Figure 1. Cell area per tile (run 1).
Bar = 20 µm. The die is cut into 10 by 10 equal tiles; white is low, dark blue is high, 0 to 100% covered.
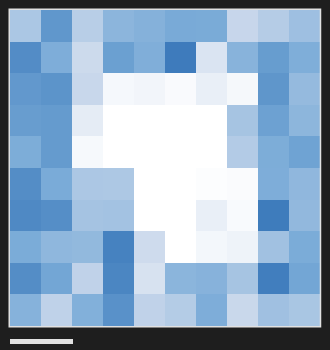
Figure 2. Wiring by layer (run 1).
Two of the layers only.
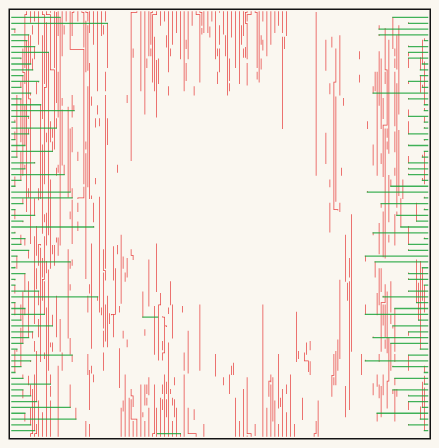
Figure 3. M1 wires (run 1).
Supply wires on this layer in gray.
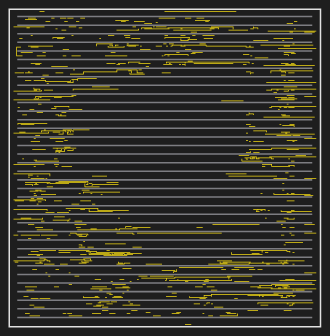
--- src/rtl/imem_port_arbiter_pkg.sv ---
// imem_pkg: shared types and sizing for the instruction-memory port arbiter
package imem_pkg;
  localparam int IMEM_DEPTH_WORDS = 1024;
  localparam int IMEM_XLEN = 32;
  typedef enum logic {PORT_F, PORT_D} port_e;
  typedef struct packed {port_e owner; logic err; logic we;} imem_s1_t;
endpackage

--- src/rtl/imem_port_arbiter_if.sv ---
// imem_port_arbiter_if: fetch, debug and memory buses of the arbiter
interface imem_port_arbiter_if #(
  parameter int DEPTH_WORDS = imem_pkg::IMEM_DEPTH_WORDS,
  parameter int XLEN = imem_pkg::IMEM_XLEN
);
  localparam int IDX_W = $clog2(DEPTH_WORDS);
  logic f_req_valid, f_req_ready, f_flush, f_rsp_valid, f_rsp_err;
  logic [XLEN-1:0] f_req_addr, f_rsp_data;
  logic d_req_valid, d_req_ready, d_req_we, d_rsp_valid, d_rsp_err;
  logic [XLEN-1:0] d_req_addr, d_req_wdata, d_rsp_data;
  logic mem_en, mem_we;
  logic [IDX_W-1:0] mem_idx;
  logic [XLEN-1:0] mem_wdata, mem_rdata;
  modport slave (
    input f_req_valid, f_req_addr, f_flush, d_req_valid, d_req_we, d_req_addr, d_req_wdata, mem_rdata,
    output f_req_ready, f_rsp_valid, f_rsp_data, f_rsp_err, d_req_ready, d_rsp_valid, d_rsp_data, d_rsp_err,
    output mem_en, mem_we, mem_idx, mem_wdata
  );
  modport master (
    output f_req_valid, f_req_addr, f_flush, d_req_valid, d_req_we, d_req_addr, d_req_wdata, mem_rdata,
    input f_req_ready, f_rsp_valid, f_rsp_data, f_rsp_err, d_req_ready, d_rsp_valid, d_rsp_data, d_rsp_err,
    input mem_en, mem_we, mem_idx, mem_wdata
  );
endinterface

--- src/rtl/imem_port_arbiter_rr_arb2.sv ---
// rr_arb2: two-way round-robin arbiter; last holds the port granted most recently
module rr_arb2 (
  input  logic       clk,
  input  logic       rst_n,
  input  logic [1:0] req,
  output logic [1:0] gnt
);
  logic last;
  assign gnt[0] = req[0] & (~req[1] | last);
  assign gnt[1] = req[1] & (~req[0] | ~last);
  always_ff @(posedge clk or negedge rst_n)
    if (!rst_n) last <= 1'b1;
    else if (|gnt) last <= gnt[1];
endmodule

--- src/rtl/imem_port_arbiter.sv ---
// imem_port_arbiter: shares one synchronous-read instruction memory between fetch (F) and debug (D)
module imem_port_arbiter
  import imem_pkg::*;
#(
  parameter int DEPTH_WORDS = IMEM_DEPTH_WORDS,
  parameter int XLEN = IMEM_XLEN
) (
  input logic clk,
  input logic rst_n,
  imem_port_arbiter_if.slave bus
);
  localparam int IDX_W = $clog2(DEPTH_WORDS);
  logic [1:0] gnt;
  logic [XLEN-1:0] addr, rdata;
  logic err, s1_vld, f_live, d_live;
  imem_s1_t s1;
  rr_arb2 u_arb (.clk(clk), .rst_n(rst_n), .req({bus.d_req_valid, bus.f_req_valid} & {2{rst_n}}), .gnt(gnt));
  assign addr = gnt[1] ? bus.d_req_addr : bus.f_req_addr;
  // upper bits set means the byte address is past the end of the array
  assign err = (|addr[1:0]) | (|addr[XLEN-1:IDX_W+2]);
  assign bus.f_req_ready = gnt[0];
  assign bus.d_req_ready = gnt[1];
  assign bus.mem_en = (|gnt) & ~err;
  assign bus.mem_we = (|gnt) & ~err & gnt[1] & bus.d_req_we;
  assign bus.mem_idx = addr[IDX_W+1:2];
  assign bus.mem_wdata = bus.d_req_wdata;
  always_ff @(posedge clk or negedge rst_n)
    if (!rst_n) begin
      s1_vld <= 1'b0;
      s1 <= '0;
    end else begin
      s1_vld <= |gnt;
      if (|gnt) s1 <= '{owner: gnt[1] ? PORT_D : PORT_F, err: err, we: gnt[1] & bus.d_req_we};
    end
  // a flush in the response cycle drops the fetch granted one cycle earlier
  assign f_live = s1_vld & (s1.owner == PORT_F) & ~bus.f_flush;
  assign d_live = s1_vld & (s1.owner == PORT_D);
  assign rdata = (s1.err | s1.we) ? '0 : bus.mem_rdata;
  assign bus.f_rsp_valid = f_live;
  assign bus.f_rsp_data = f_live ? rdata : '0;
  assign bus.f_rsp_err = f_live & s1.err;
  assign bus.d_rsp_valid = d_live;
  assign bus.d_rsp_data = d_live ? rdata : '0;
  assign bus.d_rsp_err = d_live & s1.err;
endmodule

--- src/flat_wrapper.sv ---
// flat-port wrapper written by rule: the top's interface ports become plain ports
module imem_port_arbiter_flat import imem_pkg::*;
#(
  parameter int DEPTH_WORDS = IMEM_DEPTH_WORDS,
  parameter int XLEN = IMEM_XLEN
)
  (clk, rst_n, bus_f_req_valid, bus_f_req_addr, bus_f_flush, bus_d_req_valid, bus_d_req_we, bus_d_req_addr, bus_d_req_wdata, bus_mem_rdata, bus_f_req_ready, bus_f_rsp_valid, bus_f_rsp_data, bus_f_rsp_err, bus_d_req_ready, bus_d_rsp_valid, bus_d_rsp_data, bus_d_rsp_err, bus_mem_en, bus_mem_we, bus_mem_idx, bus_mem_wdata);
  imem_port_arbiter_if #(.DEPTH_WORDS(DEPTH_WORDS), .XLEN(XLEN)) bus_i ();
  input logic clk;
  input logic rst_n;
  input wire logic [$bits(bus_i.f_req_valid)-1:0] bus_f_req_valid;
  input wire logic [$bits(bus_i.f_req_addr)-1:0] bus_f_req_addr;
  input wire logic [$bits(bus_i.f_flush)-1:0] bus_f_flush;
  input wire logic [$bits(bus_i.d_req_valid)-1:0] bus_d_req_valid;
  input wire logic [$bits(bus_i.d_req_we)-1:0] bus_d_req_we;
  input wire logic [$bits(bus_i.d_req_addr)-1:0] bus_d_req_addr;
  input wire logic [$bits(bus_i.d_req_wdata)-1:0] bus_d_req_wdata;
  input wire logic [$bits(bus_i.mem_rdata)-1:0] bus_mem_rdata;
  output wire logic [$bits(bus_i.f_req_ready)-1:0] bus_f_req_ready;
  output wire logic [$bits(bus_i.f_rsp_valid)-1:0] bus_f_rsp_valid;
  output wire logic [$bits(bus_i.f_rsp_data)-1:0] bus_f_rsp_data;
  output wire logic [$bits(bus_i.f_rsp_err)-1:0] bus_f_rsp_err;
  output wire logic [$bits(bus_i.d_req_ready)-1:0] bus_d_req_ready;
  output wire logic [$bits(bus_i.d_rsp_valid)-1:0] bus_d_rsp_valid;
  output wire logic [$bits(bus_i.d_rsp_data)-1:0] bus_d_rsp_data;
  output wire logic [$bits(bus_i.d_rsp_err)-1:0] bus_d_rsp_err;
  output wire logic [$bits(bus_i.mem_en)-1:0] bus_mem_en;
  output wire logic [$bits(bus_i.mem_we)-1:0] bus_mem_we;
  output wire logic [$bits(bus_i.mem_idx)-1:0] bus_mem_idx;
  output wire logic [$bits(bus_i.mem_wdata)-1:0] bus_mem_wdata;
  assign bus_i.f_req_valid = bus_f_req_valid;
  assign bus_i.f_req_addr = bus_f_req_addr;
  assign bus_i.f_flush = bus_f_flush;
  assign bus_i.d_req_valid = bus_d_req_valid;
  assign bus_i.d_req_we = bus_d_req_we;
  assign bus_i.d_req_addr = bus_d_req_addr;
  assign bus_i.d_req_wdata = bus_d_req_wdata;
  assign bus_i.mem_rdata = bus_mem_rdata;
  assign bus_f_req_ready = bus_i.f_req_ready;
  assign bus_f_rsp_valid = bus_i.f_rsp_valid;
  assign bus_f_rsp_data = bus_i.f_rsp_data;
  assign bus_f_rsp_err = bus_i.f_rsp_err;
  assign bus_d_req_ready = bus_i.d_req_ready;
  assign bus_d_rsp_valid = bus_i.d_rsp_valid;
  assign bus_d_rsp_data = bus_i.d_rsp_data;
  assign bus_d_rsp_err = bus_i.d_rsp_err;
  assign bus_mem_en = bus_i.mem_en;
  assign bus_mem_we = bus_i.mem_we;
  assign bus_mem_idx = bus_i.mem_idx;
  assign bus_mem_wdata = bus_i.mem_wdata;
  imem_port_arbiter #(.DEPTH_WORDS(DEPTH_WORDS), .XLEN(XLEN)) u_core (.clk(clk), .rst_n(rst_n), .bus(bus_i));
endmodule
--- config.mk ---
export PLATFORM = sky130hd
export DESIGN_NAME = imem_port_arbiter_flat
export DESIGN_NICKNAME = d
export VERILOG_FILES = /design/src/rtl/imem_port_arbiter_pkg.sv /design/src/rtl/imem_port_arbiter_if.sv /design/src/rtl/imem_port_arbiter_rr_arb2.sv /design/src/rtl/imem_port_arbiter.sv /design/src/flat_wrapper.sv
export SDC_FILE = /design/constraint.sdc
export NUM_CORES = 1
export LEC_CHECK = 0
export CAP_MARGIN = 20
export CORE_AREA = 2 2 96 98
export DETAILED_ROUTE_END_ITERATION = 10
export DIE_AREA = 0 0 98 100
export GPL_TIMING_DRIVEN = 0
export RECOVER_POWER = 25
export SYNTH_ARGS = -nofsm -noshare
export SYNTH_HDL_FRONTEND = slang
export SYNTH_SLANG_ARGS = --single-unit
--- constraint.sdc ---
create_clock -name clk -period 4.37 [get_ports clk]
set_clock_uncertainty 0.15 [all_clocks]
set_input_delay 0.874 -clock clk [delete_from_list [all_inputs] [get_ports clk]]
set_output_delay 0.874 -clock clk [all_outputs]
set_load 0.02 [all_outputs]
==> metrics.csv, run 1 <==
metric;value;unit
Stages on worst setup path;5;
GRT overflow;0;
Slew headroom;46.8;%
synth cell count leaders;and2_1 (67), nand2_1 (35), buf_4 (32);
R2R Setup Slk;2710;ps
DR iter-0 viols;10;
aoi share;2.41;%
I/O pin count;248;
Vias per Instance;3.89;
LEAKAGE;1.42;nW
clk ins delay skew pair;220;ps
comb pwr;0.282;mW
setup tns final;0;ps
DR WL/cell;12.7;µm
asr flop ratio synth;100;%
Post-Syn Instances;177;
Largest register FFs;3;
Mux cell area share;0;%
leading area contributor after synthesis;and2_1;
Post-Synth XOR/XNOR Area;0;%
tap cells;111;
hold path endpoint;u_core.u_arb.last;
initial antenna violation count;0;
Worst Tran Pin Value;790;ps
most numerous logic cell after layout;clkdlybuf4s50_1;
fin nets;530;
IO buf count;215;
CP startpoint kind;primary input;
# DRC;0;
Top-area cell share;36.7;%
Setup CP Type;primary input to output pin;
final WL;6440;µm
ys flop type;dfrtp_1;
max incr delay on CP;650;ps
Top Metal Used;met4;
Reg power frac;13.6;%
status;completed;
Data buffer area share;69.4;%
yosys cell count;177;
Routed Antenna Nets;0;
post-cts resize count;1;
Clock power frac;20.0;%
CP arrival;3160;ps
PD cells;122;mW/mm²
Filler Cell Count;947;
yosys simple share;62.2;%
#MultiIn Comb;130;
main logic family after synthesis;simple AND/OR/NAND/NOR gates;
Post-synth EDFFs;0;
metal3 WL;778;µm
worst reg2reg startpoint;u_core.u_arb.last;
internal power;0.288;mW
GR Util met1;12.4;%
ClkCell Share;1.29;%
Comb pwr share;66.4;%
crit-path max FO;7;
dominant kind of cell;buffers;
Largest Register;u_core.s1;
P_clk;0.0848;mW
Buf/Inv on CP;2;
yosys stat chip area;0.00114;mm²
Notes on Figure 1 above:
emptiest ninth of the die: middle
nearly empty tiles: 14%
densest ninth of the die: bottom left
fp util: 12.8%
fin util: 39.2%
Core Area: 0.00889 mm²

Notes on Figure 2 above:
| layer | color | wire length |
|---|---|---|
| met2 | red | 3540 µm |
| met3 | green | 778 µm |

Notes on Figure 3 above:
longest straight run: 26.7 µm
wire length on this layer: 2090 µm
main direction: horizontal
nets with wire on the layer: 422
share of all routed wire: 32%

==> run 2: changes to the inputs <==
SLEW_MARGIN = 15   (was not set)
Figure 4. Wiring by layer (run 2).
Two of the layers only.
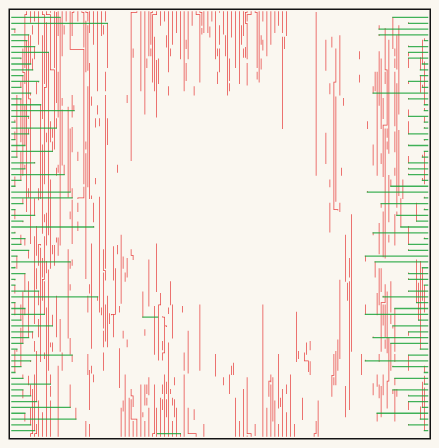
| layer | color | wire length |
|---|---|---|
| met3 | green | 778 µm |
| met2 | red | 3540 µm |

==> run 2 against run 1 <==
  * Fmax unchanged
  * Die size unchanged
  * Critical endpoint unchanged
  * Register-to-register slack about the same
  * Critical path depth unchanged
  * Sequential power about the same
==> metrics.csv, run 2 <==
metric;value;unit;change
Top Metal Used;met4;;unchanged
Slew headroom;46.8;%;unchanged
Largest Register;u_core.s1;;unchanged
tap cells;111;;unchanged
Core Area;0.00889;mm²;unchanged
DR WL/cell;12.7;µm;unchanged
fin nets;530;;unchanged
CP startpoint kind;primary input;;unchanged
yosys simple share;62.2;%;unchanged
Mux cell area share;0;%;unchanged
Worst Tran Pin Value;790;ps;unchanged
Vias per Instance;3.89;;unchanged
Largest register FFs;3;;unchanged
Top-area cell share;36.7;%;unchanged
main logic family after synthesis;simple AND/OR/NAND/NOR gates;;unchanged
fin util;39.2;%;unchanged
GRT overflow;0;;unchanged
status;completed;;unchanged
R2R Setup Slk;2710;ps;about the same
ys flop type;dfrtp_1;;unchanged
comb pwr;0.282;mW;about the same
# DRC;0;;unchanged
yosys stat chip area;0.00114;mm²;unchanged
fp util;12.8;%;unchanged
dominant kind of cell;buffers;;unchanged
Buf/Inv on CP;2;;unchanged
Routed Antenna Nets;0;;unchanged
LEAKAGE;1.42;nW;unchanged
crit-path max FO;7;;unchanged
leading area contributor after synthesis;and2_1;;unchanged
Post-Syn Instances;177;;unchanged
Post-Synth XOR/XNOR Area;0;%;unchanged
Comb pwr share;66.4;%;about the same
IO buf count;215;;unchanged
PD cells;122;mW/mm²;unchanged
#MultiIn Comb;130;;unchanged
initial antenna violation count;0;;unchanged
synth cell count leaders;and2_1 (67), nand2_1 (35), buf_4 (32);;unchanged
aoi share;2.41;%;unchanged
Data buffer area share;69.4;%;unchanged
Post-synth EDFFs;0;;unchanged
CP arrival;3160;ps;about the same
Setup CP Type;primary input to output pin;;unchanged
Stages on worst setup path;5;;unchanged
post-cts resize count;1;;unchanged
Filler Cell Count;947;;unchanged
Figure 5. Clock wiring as the flow saved it (run 2).
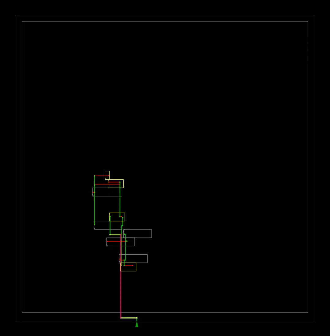
clk ins delay skew pair: 220 ps
P_clk: 0.0848 mW
CTS sink cnt: 5
CLK BUF: 4
CTS buffer count: 3

Figure 6. I/O nets highlighted (run 2).
Bar = 20 µm.
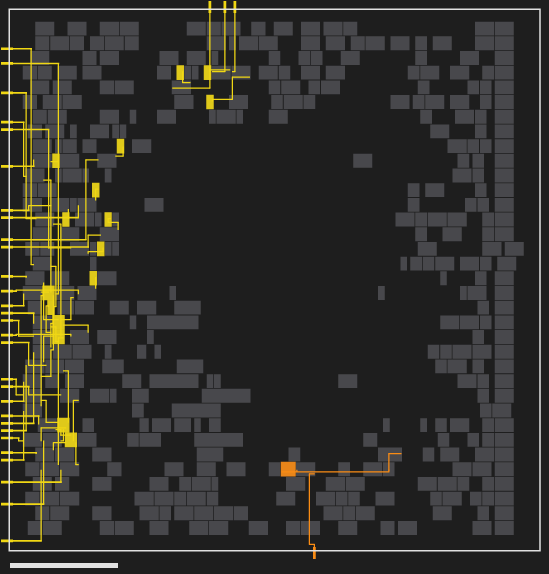

==> run 3: changes to the inputs <==
SETUP_SLACK_MARGIN = 0.02   (was not set)
Figure 7. I/O nets highlighted (run 3).
Bar = 20 µm.
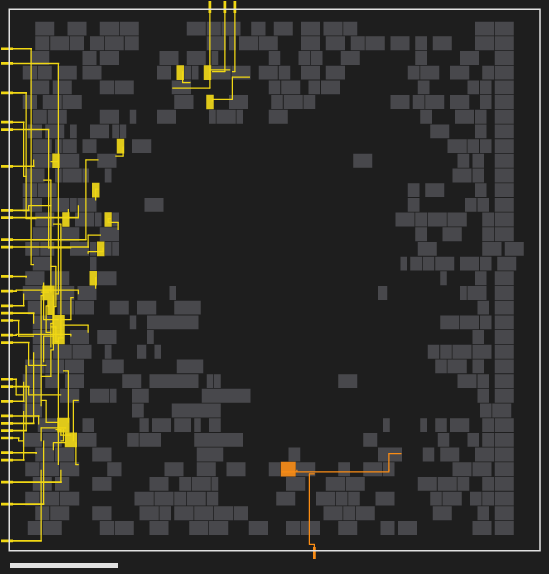
| port | color | bits | direction | edge | end cells | buffers | wire |
|---|---|---|---|---|---|---|---|
| bus_f_req_addr | yellow | 32 | input | 29 left, 3 top | 16 | 32 | 716 µm |
| bus_f_rsp_valid | orange | 1 | output | bottom | 1 | 1 | 41.4 µm |
IO buf count: 215
I/O pin count: 248

==> run 3 against run 2 <==
  * Non-clock buffer count unchanged
  * Clock power about the same
  * Register-to-register slack about the same
  * Sequential cell count unchanged
  * Routed wire length about the same
  * Global-route usage unchanged
  * Setup slack unchanged
  * First-iteration DRC count unchanged
  * Fmax unchanged
  * Largest power group unchanged
==> metrics.csv, run 3 <==
metric;value;unit;change
Top cells by area;and2_1 (37%), buf_4 (21%), nand2_1 (12%), dfrtp_1 (8.8%), nor4_1 (4.9%);;unchanged
hold path endpoint;u_core.u_arb.last;;unchanged
Post-Syn Instances;177;;unchanged
synth cell count leaders;and2_1 (67), nand2_1 (35), buf_4 (32);;unchanged
CTS buffer count;3;;unchanged
Comb pwr share;66.4;%;about the same
Largest register FFs;3;;unchanged
Post-Synth XOR/XNOR Area;0;%;unchanged
Clock power frac;20.0;%;about the same
metal2 WL;3540;µm;unchanged
Setup CP Type;primary input to output pin;;unchanged
#MultiIn Comb;130;;unchanged
Worst Tran Pin Value;790;ps;unchanged
ys flop type;dfrtp_1;;unchanged
comb pwr;0.282;mW;about the same
DR iter-0 viols;10;;unchanged
critical path's most frequent cell;clkdlybuf4s50_1;;unchanged
dominant kind of cell;buffers;;unchanged
Largest Register;u_core.s1;;unchanged
Stages on worst setup path;5;;unchanged
worst reg2reg startpoint;u_core.u_arb.last;;unchanged
yosys simple share;62.2;%;unchanged
Placed Cells;503;;unchanged
# DRC;0;;unchanged
tap cells;111;;unchanged
P_clk;0.0848;mW;about the same
critical path startpoint;rst_n;;unchanged
CP endpoint kind;output pin;;unchanged
GRT overflow;0;;unchanged
Vias per Instance;3.88;;was 3.89
P_seq;0.0576;mW;about the same
pre-CTS setup slack;16.3;ps;unchanged
clock slew at reported path FFs;40;ps;about the same
yosys stat chip area;0.00114;mm²;unchanged
Core Area;0.00889;mm²;unchanged
Chip Width;98;µm;unchanged
clk ins delay skew pair;220;ps;about the same
CP arrival;3160;ps;about the same
CTS sink cnt;5;;unchanged
Routed Antenna Nets;0;;unchanged
leading area contributor after synthesis;and2_1;;unchanged
R2R Setup Slk;2710;ps;about the same
status;completed;;unchanged
Buf/Inv on CP;2;;unchanged
post-cts resize count;1;;unchanged
main logic family after synthesis;simple AND/OR/NAND/NOR gates;;unchanged
Filler Cell Count;948;;was 947
internal power;0.288;mW;about the same
fin nets;530;;unchanged
Slew headroom;46.8;%;unchanged
setup tns final;0;ps;unchanged
CP startpoint kind;primary input;;unchanged
initial antenna violation count;0;;unchanged
most numerous logic cell after layout;clkdlybuf4s50_1;;unchanged
ClkCell Share;1.29;%;about the same
aoi share;2.41;%;unchanged
placed cell area;0.00343;mm²;unchanged
Data buffer area share;69.4;%;about the same
metal3 WL;778;µm;unchanged
crit-path max FO;7;;unchanged
Top-area cell share;36.7;%;unchanged
DR WL/cell;12.7;µm;about the same
WHS Path Cells;2;;unchanged
Comb area;747;µm²;unchanged
yosys cell count;177;;unchanged
PD cells;122;mW/mm²;about the same
Post-synth EDFFs;0;;unchanged
LEAKAGE;1.43;nW;was 1.42 nW
Slowest-stage cell, CP;clkdlybuf4s50_1;;unchanged
fin util;39.2;%;about the same
Mux cell area share;0;%;unchanged
Reg power frac;13.6;%;about the same
Top Metal Used;met4;;unchanged
CLK BUF;4;;unchanged
Synth Register Bits;5;;unchanged
asr flop ratio synth;100;%;unchanged
max incr delay on CP;650;ps;about the same
Figure 8. M1 wires (run 3).
Supply wires on this layer in gray.
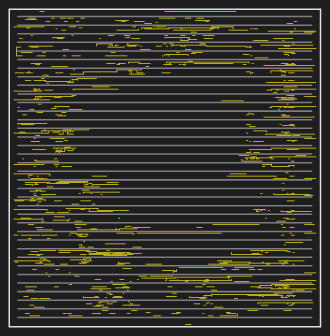
wire length on this layer: 2090 µm
nets with wire on the layer: 422
longest straight run: 26.7 µm
GR Util met1: 12.4%
final WL: 6440 µm
via count: 1965

Power and IR drop assume default switching activity.
